==> images/met1.png <==
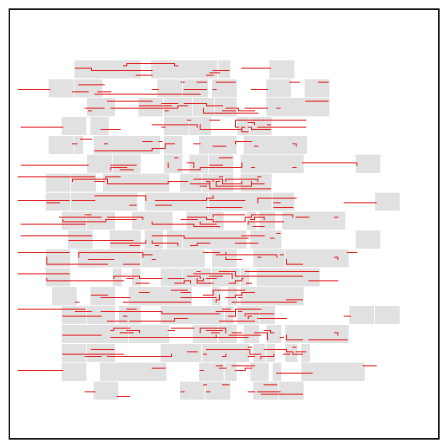
==> images/met2.png <==
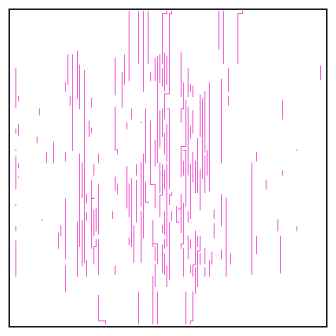
### config.mk
export PLATFORM = sky130hd
export DESIGN_NAME = tt_um_mult_sched
export DESIGN_NICKNAME = d
export VERILOG_FILES = /design/src/rtl/tt_um_mult_sched.sv
export SDC_FILE = /design/constraint.sdc
export NUM_CORES = 1
export LEC_CHECK = 0
export ABC_CLOCK_PERIOD_IN_PS = 1900
export CORE_MARGIN = 5
export CORE_UTILIZATION = 42
export CTS_CLUSTER_SIZE = 28
export DETAILED_ROUTE_END_ITERATION = 8
export PLACE_DENSITY = 0.79
export SYNTH_ARGS = -nofsm -noshare
export SYNTH_HDL_FRONTEND = slang
export SYNTH_SLANG_ARGS = --single-unit
### constraint.sdc
create_clock -name clk -period 1.9 [get_ports clk]
set_input_delay 0.19 -clock clk [delete_from_list [all_inputs] [get_ports clk]]
set_output_delay 0.19 -clock clk [all_outputs]
set_load 0.03 [all_outputs]
### src/rtl/tt_um_mult_sched.sv
// tt_um_mult_sched: command decoder and LOAD/MULT/OUT sequencer for the ternary accelerator (optional load watchdog: MULT_SCHED_WDOG_EN)
module tt_um_mult_sched #(
  parameter int MAX_IN_LEN  = 16,
  parameter int MAX_OUT_LEN = 8,
  parameter int WDOG_CYCLES = 255
) (
  input  logic        clk,
  input  logic        rst,
  input  logic [15:0] ui_input,
  output logic        load_ena,
  input  logic        load_done,
  output logic [6:0]  cfg_param,
  output logic        mac_clr,
  output logic        mac_ena,
  output logic [3:0]  mac_row,
  output logic [7:0]  mac_act,
  output logic        out_valid,
  output logic [2:0]  out_sel,
  output logic        busy,
  output logic        err
);
  typedef enum logic [1:0] {IDLE = 2'd0, LOAD = 2'd1, MULT = 2'd2, OUT = 2'd3} state_t;
`ifdef MULT_SCHED_WDOG_EN
  localparam bit WDOG_EN = 1'b1;
`else
  localparam bit WDOG_EN = 1'b0;
`endif
  localparam int WW = $clog2(WDOG_CYCLES + 1);
  localparam logic [6:0] CFG_RST = {4'(MAX_IN_LEN - 1), 3'(MAX_OUT_LEN - 1)};
  state_t state, state_n;
  logic [3:0] op;
  logic cmd_load, cmd_mult, wdog_to;
  logic wv, wv_n, err_n, load_ena_n, busy_n, mac_clr_n, mac_ena_n, out_valid_n;
  logic [6:0] cfg_n;
  logic [3:0] mac_row_n;
  logic [2:0] out_sel_n;
  logic [WW-1:0] wcnt, wcnt_n;
  assign op       = ui_input[15:12];
  assign cmd_load = state == IDLE && op == 4'hA;
  assign cmd_mult = state == IDLE && op == 4'hB;
  assign wdog_to  = WDOG_EN && state == LOAD && !load_done && wcnt == WW'(WDOG_CYCLES - 1);
  assign mac_act  = ui_input[7:0];
  // state register; reset aborts any phase immediately
  always_ff @(posedge clk or posedge rst)
    if (rst) state <= IDLE;
    else     state <= state_n;
  // phase transitions; MULT/OUT end on the captured shape, not the parameters
  always_comb begin
    state_n = state;
    case (state)
      IDLE: state_n = cmd_load ? LOAD : (cmd_mult && wv) ? MULT : IDLE;
      LOAD: state_n = (load_done || wdog_to) ? IDLE : LOAD;
      MULT: state_n = (mac_ena && mac_row == cfg_param[6:3]) ? OUT : MULT;
      OUT:  state_n = (out_sel == cfg_param[2:0]) ? IDLE : OUT;
    endcase
  end
  // next values of the registered outputs, decoded from the upcoming state so every output is a flop
  always_comb begin
    cfg_n       = cmd_load ? ui_input[11:5] : cfg_param;
    wv_n        = cmd_load ? 1'b0 : (state == LOAD && load_done) ? 1'b1 : wv;
    err_n       = cmd_load ? 1'b0 : cmd_mult ? !wv : wdog_to ? 1'b1 : err;
    load_ena_n  = state_n == LOAD;
    busy_n      = state_n != IDLE;
    mac_clr_n   = state == IDLE && state_n == MULT;
    mac_ena_n   = state == MULT && state_n == MULT;
    mac_row_n   = (mac_ena && state_n == MULT) ? mac_row + 4'd1 : 4'd0;
    out_valid_n = state_n == OUT;
    out_sel_n   = (state == OUT && state_n == OUT) ? out_sel + 3'd1 : 3'd0;
    wcnt_n      = (WDOG_EN && state == LOAD && state_n == LOAD) ? wcnt + WW'(1) : '0;
  end
  // output and bookkeeping registers
  always_ff @(posedge clk or posedge rst)
    if (rst) begin
      cfg_param <= CFG_RST;
      wv        <= 1'b0;
      err       <= 1'b0;
      load_ena  <= 1'b0;
      busy      <= 1'b0;
      mac_clr   <= 1'b0;
      mac_ena   <= 1'b0;
      mac_row   <= 4'd0;
      out_valid <= 1'b0;
      out_sel   <= 3'd0;
      wcnt      <= '0;
    end else begin
      cfg_param <= cfg_n;
      wv        <= wv_n;
      err       <= err_n;
      load_ena  <= load_ena_n;
      busy      <= busy_n;
      mac_clr   <= mac_clr_n;
      mac_ena   <= mac_ena_n;
      mac_row   <= mac_row_n;
      out_valid <= out_valid_n;
      out_sel   <= out_sel_n;
      wcnt      <= wcnt_n;
    end
endmodule

==> job_summary.md <==
### Flow metrics

| Metric | Value |
|---|---|
| Die area | `~0.0038 mm2` |
| Postcts setup bufs | `0` |
| Port Buf Inserts | `36` |
| Highest Signal Layer | `met4` |
| MUX share of area | `under 10%` |
| Flops out of synthesis | `23` |
| EDFF count, synth | `0` |
| Cell family with most CP delay | `buffers and inverters` |
| Count leader, synth | `dfrtp_1` |
| Grt ovf | `0` |
| Unrepaired setup endpoints after global routing | `false` |
| Wire per inst | `~14 um` |
| Top cells by area | `dfrtp_1 36%, dfstp_2 16%, mux2_2 7.1%` |
| Clk ins delay skew pair | `0.32 ns` |
| Core Rows | `18` |
| Post-synth seq share | `52.3%` |
| Commonest cells post-synth | `16 x dfrtp_1, 8 x buf_4, 7 x dfstp_2, 7 x mux2_2, 5 x nand2_1` |
| Die height | `about 60 um` |
| Synth Cell Area | `~0.0011 mm2` |
| Met2 WL | `approximately 1100 um` |
| RePlAce Congestion | `roughly 0.73` |
| Final Cycle Share | `a little over nine tenths` |
| Total power | `about 2.2 mW` |
| # setup viols final | `0` |
| Tmin final | `between 1.5 and 2 ns` |
| Outcome | `completed` |
| FILL cells | `206` |
| Global route hottest layer | `met2` |
Notes on met1.png above:
share of all routed wire: 43%
wire length on this layer: 928 um
main direction: horizontal
longest straight run: 19.8 um
GR Util met1: 15.7%
DR vias: 761
final WL: 2170 um

Notes on met2.png above:
nets with wire on the layer: 125
longest straight run: 37.4 um
main direction: vertical
share of all routed wire: 51%
wire length on this layer: 1100 um
GRT met2 Usage: 22.4%

-- cells in the final DEF (no fill, tap or decap), types with 4 or more instances in the layout --
master / n
clkdlybuf4s50_1: 36
dfrtp_1: 16
mux2_2: 7
dfstp_2: 7
nand2_1: 5
inv_1: 4
xor2_1: 4
nor2_1: 4
-- cell type report --
| type | instances | share of cell area [%] |
|---|---|---|
| timing repair buffer | 37 | 24.6 |
| clock inverter | 1 | 0.503 |
| multi-input combinational | 53 | 30.7 |
| sequential | 23 | 39.1 |
| inverter | 4 | 1.01 |
| clock buffer | 3 | 1.51 |
| tap | 30 | 2.51 |
-- stage by stage --
step           hold slack [ns]  std cells  cell area [um2]  utilization [%]  setup slack [ns]
3_5_place_dp             0.380        147             1460             58.5             0.226
4_1_cts                  0.190        151             1490             59.7            0.0999
6_report                 0.186        151             1490             59.7             0.116
5_1_grt                  0.232        151             1490             59.7            0.0549
2_1_floorplan            0.187         88             1120                -             0.372
3_3_place_gp             0.380        147             1460             58.5             0.342
-- report_power, final --
| part | total, mW | switching (mW) | internal (mW) |
|---|---|---|---|
| clock network | 0.233 | 0.153 | 0.0803 |
| registers | 0.891 | 0.179 | 0.712 |
| logic | 1.04 | 0.553 | 0.484 |
-- registers in the layout, indices dropped and copies added (netlist names) --
signal / flops
state: 2
out_valid: 1
wv: 1
out_sel: 3
mac_row: 4
mac_clr: 1
cfg_param: 7
busy: 1
mac_ena: 1
err: 1
load_ena: 1
-- path summary, 6_finish.rpt --
check                          endpoint  slack, ns  cells after the start
max                        cfg_param[0]       0.12                      1
min                          out_sel[1]       0.19                      3
max reg2reg                  mac_row[1]       0.32                      4
min reg2reg                         err       0.50                      2
max in group asynchronous  cfg_param[1]       1.42                      3
min in group clk             mac_act[3]       0.38                      0
No activity file was given, so power comes from the tool's default toggle rates.
